===== src/rtl/icache.sv =====
// icache: direct-mapped, read-only, one-word-per-line instruction cache.
// A hit is answered combinationally in IDLE; a miss goes to FETCH, holds a
// single-word read to the memory controller and fills the line on the edge
// where iwait drops. flush, imemREN dropping or reset abandon the fetch.
module icache #(
  parameter int SETS  = 16,
  parameter int IDX_W = $clog2(SETS),
  parameter int TAG_W = 30 - IDX_W
) (
  input  logic        CLK,
  input  logic        nRST,
  input  logic        imemREN,
  input  logic [31:0] imemaddr,
  output logic        ihit,
  output logic [31:0] imemload,
  input  logic        flush,
  output logic        iREN,
  output logic [31:0] iaddr,
  input  logic        iwait,
  input  logic [31:0] iload
);

  typedef enum logic {IDLE, FETCH} state_t;

  state_t            state_reg, state_next;
  logic [SETS-1:0]   valid_reg;
  logic [TAG_W-1:0]  tag_mem  [SETS];
  logic [31:0]       data_mem [SETS];

  logic [IDX_W-1:0]  idx;
  logic [TAG_W-1:0]  tag;
  logic              hit;
  logic              fill;
  logic              unused_offset;

  assign idx = imemaddr[IDX_W+1:2];
  assign tag = imemaddr[31:IDX_W+2];
  // Byte offset within the word is irrelevant to a word-wide fetch.
  assign unused_offset = ^imemaddr[1:0];

  // Tag compare is only meaningful while idle; in FETCH the line is being refilled.
  assign hit = (state_reg == IDLE) && imemREN && valid_reg[idx] && (tag_mem[idx] == tag);

  // State register.
  always_ff @(posedge CLK or negedge nRST) begin
    if (!nRST) state_reg <= IDLE;
    else       state_reg <= state_next;
  end

  // Next-state and output decode; a fill only happens on an undisturbed completion.
  always_comb begin
    state_next = state_reg;
    ihit       = 1'b0;
    imemload   = 32'd0;
    iREN       = 1'b0;
    iaddr      = 32'd0;
    fill       = 1'b0;
    case (state_reg)
      IDLE: begin
        if (hit) begin
          ihit     = !flush;
          imemload = data_mem[idx];
        end else if (imemREN) begin
          state_next = FETCH;
        end
      end
      FETCH: begin
        if (!imemREN || flush) begin
          state_next = IDLE;
        end else begin
          iREN  = 1'b1;
          iaddr = {imemaddr[31:2], 2'b00};
          if (!iwait) begin
            fill       = 1'b1;
            state_next = IDLE;
          end
        end
      end
      default: state_next = IDLE;
    endcase
  end

  // Per-line valid bits: flush wins over a same-edge fill.
  for (genvar gi = 0; gi < SETS; gi++) begin : g_valid
    always_ff @(posedge CLK or negedge nRST) begin
      if (!nRST)                                 valid_reg[gi] <= 1'b0;
      else if (flush)                            valid_reg[gi] <= 1'b0;
      else if (fill && (idx == IDX_W'(gi)))      valid_reg[gi] <= 1'b1;
    end
  end

  // Tag and data storage; contents are don't-care until the valid bit is set.
  always_ff @(posedge CLK) begin
    if (fill) begin
      tag_mem[idx]  <= tag;
      data_mem[idx] <= iload;
    end
  end

endmodule

===== config.mk =====
export PLATFORM = sky130hd
export DESIGN_NAME = icache
export DESIGN_NICKNAME = d
export VERILOG_FILES = /design/src/rtl/icache.sv
export SDC_FILE = /design/constraint.sdc
export NUM_CORES = 1
export LEC_CHECK = 0
export CAP_MARGIN = 20
export CORE_MARGIN = 4
export CORE_UTILIZATION = 61
export DETAILED_ROUTE_END_ITERATION = 12
export GPL_ROUTABILITY_DRIVEN = 0
export PLACE_DENSITY = 0.8
export SYNTH_ARGS = -nofsm -noshare
export SYNTH_HDL_FRONTEND = slang
export SYNTH_SLANG_ARGS = --single-unit
export TNS_END_PERCENT = 50

===== constraint.sdc =====
create_clock -name CLK -period 6.9 [get_ports CLK]
set_clock_uncertainty 0.05 [all_clocks]
set_input_delay 1.035 -clock CLK [delete_from_list [all_inputs] [get_ports CLK]]
set_output_delay 1.035 -clock CLK [all_outputs]
set_load 0.01 [all_outputs]

**Register map, names as in the netlist**

Scale: 2 px per um.
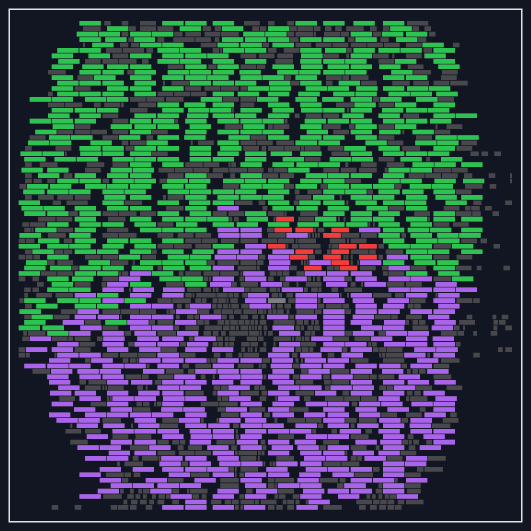
Key: green = data_mem [placed flops 512]; red = valid_reg [placed flops 16]; purple = tag_mem [placed flops 416]

**Layout detail**

Window x 108 to 148, y 159 to 199 um. Cells in gray, sequential cells in the stronger gray; small squares are vias.
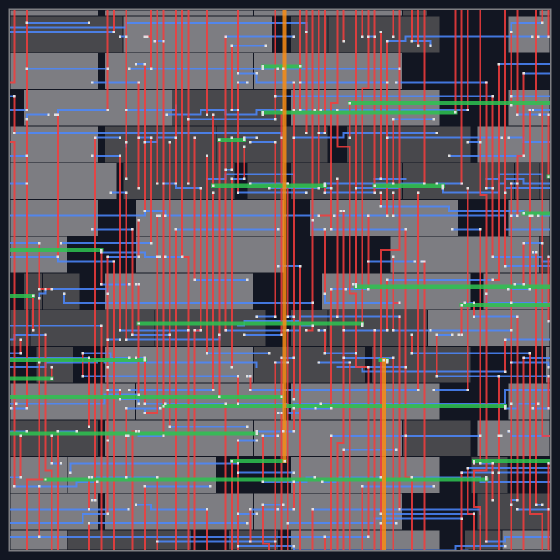
Key: green = M3; red = M2; blue = M1; orange = M4
Netlist names of flops here include data_mem (28). Most frequent: edfxtp_1 (28), mux4_2 (11), buf_4 (5). Sequential cells in the window: 28. 56 logic cells have their middle in the window.

**Met2 routing**

Scale: 1 px per um. Cells faint in the background.
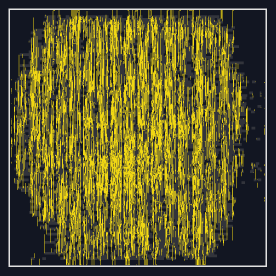
The wires run mostly vertical. 1774 nets have wire on it. The layer carries 44.4 mm of wire. The longest straight run is 84.3 um.

==> results_dict.tcl <==
# collected from the flow reports
set metrics [dict create \
    htree_levels 3 \
    peakVddDrop_mv 0.226 \
    rsz0062_at_grt "no" \
    track_usage_pct 27.0 \
    route.detailed.drc 0 \
    fin_crit_sh_pct 90.5 \
    drtIter0Drc 2613 \
    status "finished clean" \
    grt_pass1_vias 19200 \
    worst_hold_slack_ns 0.475 \
    mostFrequentLayoutCell "edfxtp_1" \
    drv_cap 0 \
    ys_chip_area_mm2 0.0374 \
    tns_ns 0 \
    cp_cell_sequence "buf_8 > buf_12 > mux4_2 > a22oi_1 > nand3_1 > xnor2_1 > and4bb_2 > o2111ai_4 > buf_4 > nor3b_1 > buf_4 > clkdlybuf4s50_1" \
    fp_util_pct 61.8 \
    crit_arrival_ns 5.16 \
    hold_violations 0 \
    portBuffers 130 \
    hold_class "reg2reg" \
    required_ns 5.81 \
]
synthesized netlist by cell type (3+ instances only):
| master | n |
|---|---|
| nand4_1 | 5 |
| nor3_1 | 6 |
| nor3b_2 | 29 |
| buf_6 | 13 |
| and2_1 | 27 |
| clkbuf_1 | 32 |
| nor2_1 | 49 |
| o21ba_2 | 3 |
| mux2i_1 | 67 |
| xor2_1 | 16 |
| mux2_2 | 3 |
| o22ai_1 | 3 |
| dfrtp_1 | 17 |
| a21oi_1 | 3 |
| buf_4 | 5 |
| o21ai_0 | 4 |
| buf_12 | 5 |
| nor3b_1 | 4 |
| inv_1 | 6 |
| a22oi_1 | 9 |
| nand2_1 | 20 |
| mux4_1 | 29 |
| nand2b_1 | 4 |
| nand3_1 | 17 |
| mux4_2 | 228 |
| nor2b_1 | 6 |
| xnor2_1 | 19 |
| buf_2 | 24 |
| edfxtp_1 | 928 |
| nand3b_1 | 4 |
| buf_1 | 7 |
| a221oi_1 | 3 |
logic make-up (layout without fill, tap and decap cells):
group / Yosys count / count (layout) / synth area share [%]
AOI/OAI and AO/OA: 48 / 48 / 1.12
xor gates and xnor gates: 35 / 35 / 0.820
buffers and inverters: 94 / 362 / 1.58
DFF: 945 / 945 / 75.7
muxes: 327 / 327 / 17.7
other: 1 / 5 / 0.0100
and+or+nand+nor: 182 / 182 / 3.08
cell type report:
class / instances / area, um2 / area share (%)
timing repair buffer: 193 / 1960 / 4.58
clock buffer: 112 / 2380 / 5.55
sequential: 945 / 28300 / 66.1
antenna: 3 / 7.51 / 0.0176
inverter: 7 / 28.8 / 0.0673
clock inverter: 50 / 517 / 1.21
multi-input combinational: 594 / 8610 / 20.1
tap: 782 / 978 / 2.29
worst max-delay path, delay by kind of cell:
| kind | cells | cell delay, ns |
|---|---|---|
| buf+inv | 5 | 1.89 |
| simple gates | 3 | 0.72 |
| mux | 1 | 0.55 |
| compound gates | 2 | 0.54 |
| xor+xnor | 1 | 0.29 |
how the worst max path moves through the flow:
stage	from	to	slack, ns	cells after the start
after CTS	imemaddr[2]	imemload[31]	0.66	12
after floorplan	imemaddr[3]	data_mem[2][0]	-0.16	7
final	imemaddr[2]	imemload[31]	0.66	12
after global routing	imemaddr[2]	imemload[31]	0.50	13
after global placement	imemaddr[2]	imemload[31]	0.76	12
after detailed placement	imemaddr[2]	imemload[31]	0.70	12
power groups by stage:
stage	clock network [mW]	logic, mW	registers [mW]
5_1_grt	5.20	0.607	6.31
2_1_floorplan	0	0.340	6.44
3_3_place_gp	0	0.541	6.44
4_1_cts	4.93	0.568	6.32
3_5_place_dp	0	0.558	6.44
6_report	4.88	0.571	6.32
per-layer routing:
layer | global-route usage [%] | vias to the layer above
li1 | - | 7307
met1 | 36.6 | 9660
met2 | 44.4 | 1109
met4 | 9.61 | 6
met5 | 0 | -
met3 | 5.91 | 184
No activity file was given, so power comes from the tool's default toggle rates.
